--- src/rtl/serial_add_pkg.sv ---
// Shared definitions for the bit-serial adder controller: FSM state encoding,
// default operand width and the bit-counter width helper.
package serial_add_pkg;

    // Default operand/sum width in bits (legal range 2..32).
    localparam int unsigned WIDTH_DEFAULT = 4;

    // FSM state type and encodings (plain constants for legacy compatibility).
    typedef logic [1:0] state_t;
    localparam state_t IDLE = 2'd0;
    localparam state_t RUN  = 2'd1;
    localparam state_t DONE = 2'd2;

    // Bit-counter width: enough to count 0..w-1, never narrower than one bit.
    function automatic int unsigned cnt_width(input int unsigned w);
        return (w < 2) ? 1 : $clog2(w);
    endfunction

endpackage

--- src/rtl/serial_add_ctrl_fa_cell.sv ---
// Combinational 1-bit full adder cell; the only arithmetic in the serial adder.
module fa_cell (
    input  logic a,
    input  logic b,
    input  logic ci,
    output logic s,
    output logic co
);

    // Sum and carry of three input bits.
    always_comb begin
        s  = a ^ b ^ ci;
        co = (a & b) | (ci & (a ^ b));
    end

endmodule

--- src/rtl/serial_add_ctrl.sv ---
// Bit-serial adder controller: one full-adder cell is sequenced over WIDTH
// cycles with a carry flop between bits; start/busy/done handshake.
// Optional feature macro SERIAL_ADD_SUB_EN adds a 'sub' input (a - b).
module serial_add_ctrl
    import serial_add_pkg::*;
#(
    parameter int unsigned WIDTH = WIDTH_DEFAULT
) (
    input  logic             clk,
    input  logic             rst_n,
    input  logic             start,
    input  logic [WIDTH-1:0] a,
    input  logic [WIDTH-1:0] b,
    input  logic             cin,
`ifdef SERIAL_ADD_SUB_EN
    input  logic             sub,
`endif
    output logic             busy,
    output logic             done,
    output logic [WIDTH-1:0] sum,
    output logic             cout
);

    localparam int unsigned CW = cnt_width(WIDTH);
    localparam logic [CW-1:0] LAST = CW'(WIDTH - 1);

    state_t           state_q, state_d;
    logic [CW-1:0]    cnt_q, cnt_d;
    logic             carry_q, carry_d;
    logic [WIDTH-1:0] a_q, a_d;
    logic [WIDTH-1:0] b_q, b_d;
    // Result bits already produced; the bit of the current edge completes it.
    logic [WIDTH-2:0] res_q, res_d;
    logic [WIDTH-1:0] sum_q, sum_d;
    logic             cout_q, cout_d;

    logic             fa_s, fa_co;
    logic [WIDTH-1:0] res_next;
    logic [WIDTH-1:0] b_load;
    logic             c_load;
    logic             accept;

    fa_cell u_fa (
        .a  (a_q[0]),
        .b  (b_q[0]),
        .ci (carry_q),
        .s  (fa_s),
        .co (fa_co)
    );

    // Operand conditioning at latch time: subtraction is a + ~b + 1.
    always_comb begin
`ifdef SERIAL_ADD_SUB_EN
        b_load = sub ? ~b : b;
        c_load = sub ? 1'b1 : cin;
`else
        b_load = b;
        c_load = cin;
`endif
    end

    // Start is honoured only when not mid-operation (IDLE or DONE).
    always_comb begin
        accept   = start && ((state_q == IDLE) || (state_q == DONE));
        res_next = {fa_s, res_q};
    end

    // Next-state logic: load on accept, one bit per edge in RUN.
    always_comb begin
        state_d = state_q;
        cnt_d   = cnt_q;
        carry_d = carry_q;
        a_d     = a_q;
        b_d     = b_q;
        res_d   = res_q;
        sum_d   = sum_q;
        cout_d  = cout_q;
        case (state_q)
            IDLE, DONE: begin
                state_d = IDLE;
                if (accept) begin
                    a_d     = a;
                    b_d     = b_load;
                    carry_d = c_load;
                    cnt_d   = '0;
                    state_d = RUN;
                end
            end
            RUN: begin
                res_d   = res_next[WIDTH-1:1];
                carry_d = fa_co;
                a_d     = {1'b0, a_q[WIDTH-1:1]};
                b_d     = {1'b0, b_q[WIDTH-1:1]};
                if (cnt_q == LAST) begin
                    sum_d   = res_next;
                    cout_d  = fa_co;
                    state_d = DONE;
                end else begin
                    cnt_d = cnt_q + CW'(1);
                end
            end
            default: state_d = IDLE;
        endcase
    end

    // State registers, all cleared asynchronously.
    always_ff @(posedge clk or negedge rst_n) begin
        if (!rst_n) begin
            state_q <= IDLE;
            cnt_q   <= '0;
            carry_q <= 1'b0;
            a_q     <= '0;
            b_q     <= '0;
            res_q   <= '0;
            sum_q   <= '0;
            cout_q  <= 1'b0;
        end else begin
            state_q <= state_d;
            cnt_q   <= cnt_d;
            carry_q <= carry_d;
            a_q     <= a_d;
            b_q     <= b_d;
            res_q   <= res_d;
            sum_q   <= sum_d;
            cout_q  <= cout_d;
        end
    end

    // Status decoded from state; result outputs held in their own flops.
    always_comb begin
        busy = (state_q == RUN);
        done = (state_q == DONE);
        sum  = sum_q;
        cout = cout_q;
    end

endmodule

--- config.mk ---
export PLATFORM = sky130hd
export DESIGN_NAME = serial_add_ctrl
export DESIGN_NICKNAME = d
export VERILOG_FILES = /design/src/rtl/serial_add_pkg.sv /design/src/rtl/serial_add_ctrl_fa_cell.sv /design/src/rtl/serial_add_ctrl.sv
export SDC_FILE = /design/constraint.sdc
export NUM_CORES = 1
export LEC_CHECK = 0
export ABC_CLOCK_PERIOD_IN_PS = 1500
export CORE_ASPECT_RATIO = 0.8
export CORE_MARGIN = 2
export CORE_UTILIZATION = 53
export CTS_BUF_LIST = sky130_fd_sc_hd__clkbuf_8
export DETAILED_ROUTE_END_ITERATION = 8
export PLACE_DENSITY = 0.85
export SLEW_MARGIN = 25
export SYNTH_ARGS = -nofsm -noshare
export SYNTH_HDL_FRONTEND = slang
export SYNTH_SLANG_ARGS = --single-unit
export TNS_END_PERCENT = 1
--- constraint.sdc ---
create_clock -name clk -period 1.5 [get_ports clk]
set_input_delay 0.3 -clock clk [delete_from_list [all_inputs] [get_ports clk]]
set_output_delay 0.3 -clock clk [all_outputs]
set_load 0.02 [all_outputs]
==> run notes, run 1 <==
flow finished, numbers: mean post-synth cell area=~14 sq um, logic share of the area=37.4%, chip width=53.6 um, first-pass GRT wire length=~2800 um, pre-CTS setup slack=-0.0153 ns, switching power=897 uW, clock-pin slew on the worst setup and hold paths=roughly 0.080 ns, yosys xor share=0%, Worst Setup End Kind=output pin, final total power=approximately 2500 uW, Synth Instances=75, Seq area share=between 40 and 50%, Critical Path Start Type=register, average vias per placed instance=5.31, Worst EP arrival=between 1 and 1.5 ns, power density cells=between 1500 and 2000 nW/um^2, most numerous cell in the Yosys netlist=mux2i_1, flop count=21, post-CTS setup repair buffer count=0, commonest non-fill, non-tap cell in the layout=mux2i_1, via count=roughly 650, Num Clock Sinks=21, met2 Use GR=about a quarter, Net Sw Frac=between 30 and 40%, Synth cell types=21, Pleak=0.000638 uW, # DRC=0, setup violators final=0, count of plain and timing-repair buffers=23, worst-path cell chain=nor2b_1, dlygate4sd2_1, Clock buf/inv share=around 3.5%, P_seq=984 uW, mapped cell area=1040 sq um, Top pwr grp=combinational cells, Total Wirelength=1770 um, Antenna Nets Post-Route=0, Seq pwr share=slightly below 40%, Logic power comb=around 1100 uW, layout cells sized above 1=between 20% and 30%, Comb pwr share=a little under half, WHS=roughly 0.37 ns, clock latency on the worst-skew pair=0.26 ns, final worst slack=0.103 ns, most frequent cells in the layout=mux2i_1, dfrtp_1, clkdlybuf4s50_1, register area=526 sq um, Fill cells=approximately 150, Post-Route M1 WL=around 850 um, aoi share=approximately 4%, CP top delay family=flip-flops, Max Freq=0.716 GHz, met2 wire length=around 860 um, critical path startpoint=state_q[0]$_DFFE_PN0P_, routed wl met3=approximately 42 um, Main synth FF type=dfrtp_1, initial antenna violation count=0, normalized max-slew margin=between 80% and 90%, WL/cell=between 10 and 15 um, worst reg-to-reg path cell count=3, ys flops=21, CTS H-tree lvls=1, PortBufs=18, reg2reg end=cnt_q[0]$_DFFE_PN0P_, Final GP Congestion=~0.74, GR Util met3=about 2.4%, number of enable flip-flop cells=0, Worst path depth=2, GR Util met1=approximately a quarter, core box area=~1900 sq um, Net Count, Synth=between 80 and 90, final hold viol count=0, Iteration-0 DRC Markers=4, asr flop ratio synth=100%, ys cells=approximately 75, vias in the first global route=between 600 and 700, core utilization at floorplan=about 56%, Ys Warns=0, Layout Nets=~110, Placed Area=around 1300 sq um, CTS Root Cell=clkbuf_8, row cnt=14, Diodes inserted=0, Die Span Y=around 44 um, Synth top area share=between 50% and 60%, top comb family, area=multiplexers, Worst Tran Pin Value=0.264 ns, highest metal used=met4, Post-Synth Adder-Cell Area=~3.1%, Inverters=1, Overall Global Routing Usage=16.8%, DRT Pass-1 Iters=2, setup TNS=0 ns, top cells, area=dfrtp_1, mux2i_1, mux2_2, area reported by Yosys stat=between 1000 and 1500 sq um, Post-CTS Resized=7, grt total ovfl=0, mux share=between 30% and 40%, worst setup path endpoint=done, CP bufs+invs=1, Synth area leader=dfrtp_1, max-slew violations=0, multi-input gates=49, RSZ-0062 raised after global routing=false, top cells by count=mux2i_1, dfrtp_1, mux2_2, period utilization=93.1%, Logic cell area=about 480 sq um, Max Cap Viol=0, post-route minimum period=1.40 ns, worst flop-to-flop path startpoint=cnt_q[0]$_DFFE_PN0P_, Log Warnings=26, non-clock buffer area fraction after layout=15.9%, CP Class=register to output pin, hold_buf cts=0, largest stage delay on the critical path=0.39 ns, Cell Int Power=around 1600 uW, TritonCTS clock tree=done, dpl cells=around 120, Post-Layout Cell Count=between 100 and 150, Post-synth seq share=between 50% and 60%, clock network fraction of design power=between 10% and 20%, Tightest Hold Check Type=input pin to async pin, Max stage delay cell, worst path=dfrtp_1, area delta synth->final=23.9%, Tap Cells=24, Simple-Gate Fraction of Synth Area=roughly 7.3%, DP HPWL=1270 um, Final Util=between 60% and 70%, largest net degree at the start of global routing=22, Worst VDD drop=approximately 1.1 mV, Clock Path Buffers=2, WP data required=between 1 and 1.5 ns, chip area=roughly 2300 sq um, Worst Path Max Fanout=3, Ports=19, GR peak layer=met2, r2r setup slk=approximately 0.11 ns, Design Area, Final=~1300 sq um, status=complete, no violations, dominant kind of cell=sequential cells
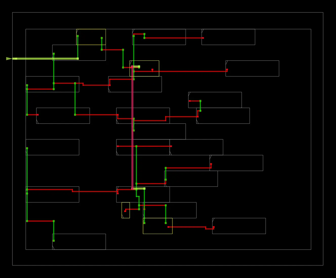
(run_1/final_clocks.png)
Max Clock Skew: 0.00286 ns
Clk power: 372 uW
total clock buffers created by CTS: 3
clkbuf count: 3

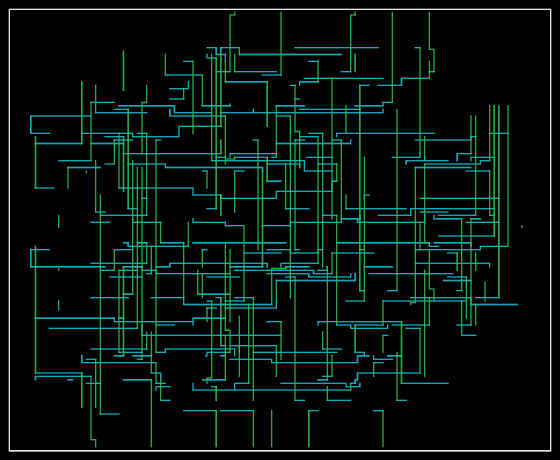
(run_1/metal_stack.png)
Only two layers are drawn.
legend:
  cyan:
    layer: met1
    wire_length: 848 um
  green:
    layer: met2
    wire_length: 859 um

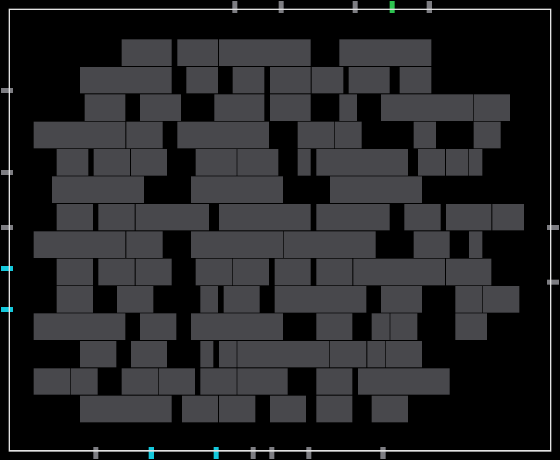
(run_1/pins.png)
Pins as bars across the die edge, other pins in grey.
legend:
  cyan:
    port: a
    pins: 4
    direction: input
    edge: 2 west, 2 south
  green:
    port: busy
    pins: 1
    direction: output
    edge: north

==> inputs of run 2 (changes only) <==
--- a/config.mk
+++ b/config.mk
@@ -12,6 +12,7 @@
 export CTS_BUF_LIST = sky130_fd_sc_hd__clkbuf_8
 export DETAILED_ROUTE_END_ITERATION = 8
 export PLACE_DENSITY = 0.85
+export REMOVE_ABC_BUFFERS = 1
 export SLEW_MARGIN = 25
 export SYNTH_ARGS = -nofsm -noshare
 export SYNTH_HDL_FRONTEND = slang
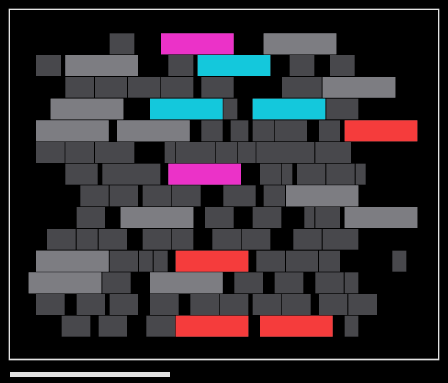
(run_2/registers.png)
Bar = 20 um.
legend:
  red:
    name_in_the_netlist: b_q
    sequential_cells: 4
  cyan:
    name_in_the_netlist: res_q
    sequential_cells: 3
  magenta:
    name_in_the_netlist: state_q
    sequential_cells: 2
not coloured: 12

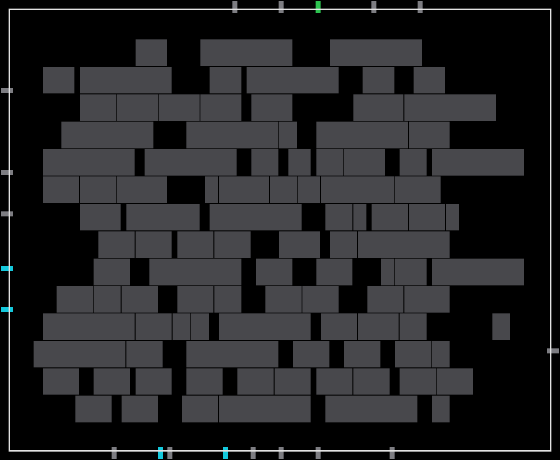
(run_2/pins.png)
Pins as bars across the die edge, other pins in grey.
legend:
  green:
    port: busy
    pins: 1
    direction: output
    edge: north
  cyan:
    port: a
    pins: 4
    direction: input
    edge: 2 west, 2 south
all pins by edge: 8 south, 5 west, 5 north, 1 east

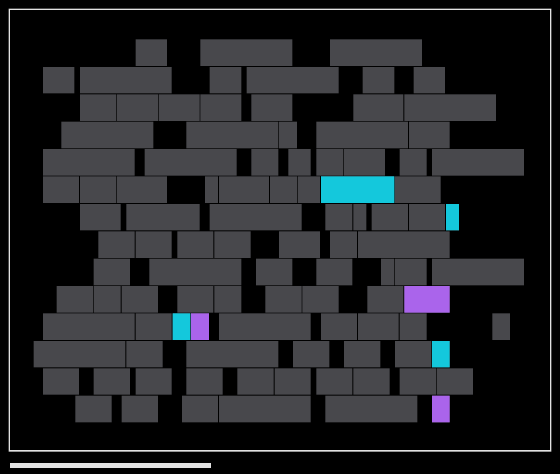
(run_2/gate_families.png)
Bar = 20 um.
legend:
  purple:
    family: inverting AOI/OAI gates
    cells: 3
  cyan:
    family: NAND gates
    cells: 4

==> run notes, run 2 <==
flow finished, numbers: status=complete, no violations, clock network fraction of design power=about 14%, max-slew violations=0, final worst slack=0.124 ns, clock latency on the worst-skew pair=roughly 0.26 ns, most frequent cells in the layout=mux2i_1, dfrtp_1, clkdlybuf4s50_1, Max Clock Skew=roughly 0.0061 ns, P_seq=1000 uW, CP bufs+invs=0, yosys xor share=0%, area delta synth->final=25.7%, Synth Instances=about 75, setup TNS=0 ns, flop count=21, dpl cells=around 120, Simple-Gate Fraction of Synth Area=roughly 7.3%, normalized max-slew margin=82.2%, post-route minimum period=around 1.4 ns, ys cells=around 75, mapped cell area=between 1000 and 1500 sq um, Max Cap Viol=0, top cells, area=dfrtp_1, mux2i_1, mux2_2, Num Clock Sinks=21, mean post-synth cell area=13.9 sq um, period utilization=~92%, chip area=between 2000 and 2500 sq um, Post-Layout Cell Count=125, clock-pin slew on the worst setup and hold paths=roughly 0.08 ns, Diodes inserted=0, vias in the first global route=a little under 700, post-CTS setup repair buffer count=0, CP Class=register to register, row cnt=14, area reported by Yosys stat=~1000 sq um, power density cells=between 1500 and 2000 nW/um^2, Total Wirelength=a little under 2000 um, GR Util met1=around a quarter, Logic power comb=1140 uW, Ports=19, Worst EP arrival=1.57 ns, worst reg-to-reg path cell count=3, CTS Root Cell=clkbuf_8, top cells by count=mux2i_1, dfrtp_1, mux2_2, Tap Cells=24, first-pass GRT wire length=about 3200 um, CP top delay family=simple AND/OR/NAND/NOR gates, Die Span Y=roughly 44 um, total clock buffers created by CTS=3, Tightest Hold Check Type=input pin to async pin, number of enable flip-flop cells=0, dominant kind of cell=sequential cells, Top pwr grp=combinational cells, commonest non-fill, non-tap cell in the layout=mux2i_1, met2 Use GR=roughly a third, aoi share=4.08%, average vias per placed instance=around 5.4, most numerous cell in the Yosys netlist=mux2i_1, Worst Setup End Kind=register, Seq pwr share=roughly two fifths, Synth area leader=dfrtp_1, DRT Pass-1 Iters=2, Net Sw Frac=between 30% and 40%, Worst Tran Pin Value=about 0.27 ns, multi-input gates=slightly below 50, Cell Int Power=between 1500 and 2000 uW
==> inputs of run 3 (changes only) <==
--- a/config.mk
+++ b/config.mk
@@ -17,4 +17,4 @@
 export SYNTH_ARGS = -nofsm -noshare
 export SYNTH_HDL_FRONTEND = slang
 export SYNTH_SLANG_ARGS = --single-unit
-export TNS_END_PERCENT = 1
+export TNS_END_PERCENT = 20
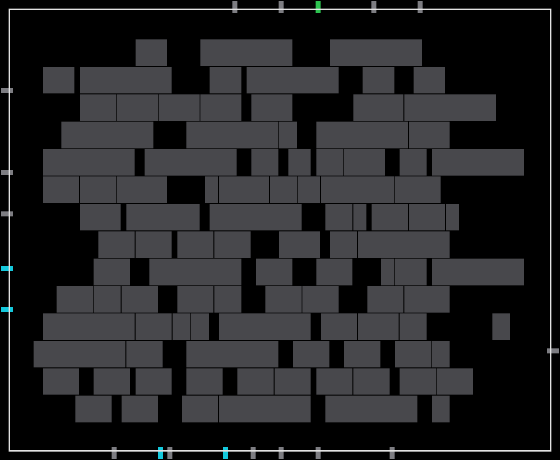
(run_3/pins.png)
Pins as bars across the die edge, other pins in grey.
legend:
  green:
    port: busy
    pins: 1
    direction: output
    edge: north
  cyan:
    port: a
    pins: 4
    direction: input
    edge: 2 west, 2 south

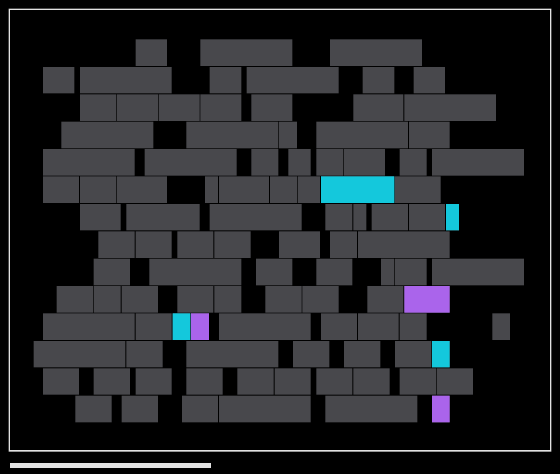
(run_3/gate_families.png)
Bar = 20 um.
legend:
  cyan:
    family: NAND gates
    cells: 4
  purple:
    family: inverting AOI/OAI gates
    cells: 3

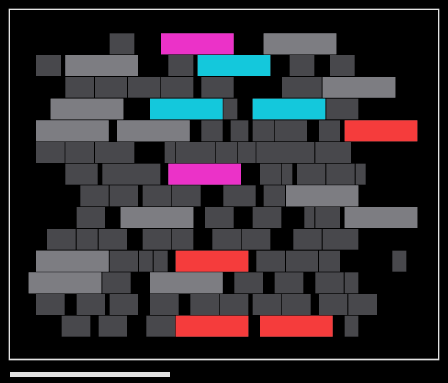
(run_3/registers.png)
Bar = 20 um.
legend:
  magenta:
    name_in_the_netlist: state_q
    sequential_cells: 2
  red:
    name_in_the_netlist: b_q
    sequential_cells: 4
  cyan:
    name_in_the_netlist: res_q
    sequential_cells: 3
not coloured: 12

==> run notes, run 3 <==
flow finished, numbers: status=complete, no violations, final hold viol count=0, DRT Pass-1 Iters=2, post-CTS setup repair buffer count=0, CP top delay family=simple AND/OR/NAND/NOR gates, highest metal used=met4, reg2reg end=cnt_q[0]$_DFFE_PN0P_, Synth cell types=21, clkbuf count=3, mean post-synth cell area=about 14 sq um, number of enable flip-flop cells=0, top cells by count=mux2i_1, dfrtp_1, mux2_2, Max Cap Viol=0, grt total ovfl=0, met2 wire length=a little under 1000 um, Max Clock Skew=roughly 0.0061 ns, Final Util=70.0%, PortBufs=18, # DRC=0, Synth area leader=dfrtp_1, Worst EP arrival=1.57 ns, CP bufs+invs=0, total clock buffers created by CTS=3, Overall Global Routing Usage=19.9%, Synth Instances=~75, final worst slack=0.124 ns, top comb family, area=multiplexers, Synth top area share=between 50 and 60%, chip area=about 2300 sq um, ys cells=about 75, Log Warnings=25, yosys xor share=0%, clock network fraction of design power=between 10% and 20%, chip width=between 50 and 60 um, worst flop-to-flop path startpoint=cnt_q[0]$_DFFE_PN0P_, setup violators final=0, Max stage delay cell, worst path=or4b_1, Post-Synth Adder-Cell Area=approximately 3.1%, area delta synth->final=25.7%, vias in the first global route=around 680, mux share=a little under a third, Tap Cells=24, WHS=roughly 0.39 ns, Placed Area=between 1000 and 1500 sq um, commonest non-fill, non-tap cell in the layout=mux2i_1, Design Area, Final=between 1000 and 1500 sq um, count of plain and timing-repair buffers=26, Post-Route M1 WL=roughly 870 um, Die Span Y=between 40 and 50 um, Final GP Congestion=around 0.75, Max Freq=around 0.73 GHz, mapped cell area=~1000 sq um, dominant kind of cell=sequential cells, Net Sw Frac=between 30% and 40%, Diodes inserted=0, most numerous cell in the Yosys netlist=mux2i_1, largest net degree at the start of global routing=22, power density cells=around 1900 nW/um^2, GR peak layer=met2, initial antenna violation count=0, non-clock buffer area fraction after layout=between 10% and 20%, Clock Path Buffers=2, first-pass GRT wire length=between 3000 and 4000 um, period utilization=between 90% and 100%, routed wl met3=approximately 60 um, CTS Root Cell=clkbuf_8, core utilization at floorplan=55.7%, WP data required=approximately 1.7 ns, Iteration-0 DRC Markers=5, flop count=21, Post-CTS Resized=8, Top pwr grp=combinational cells
No activity file was given, so power comes from the tool's default toggle rates.
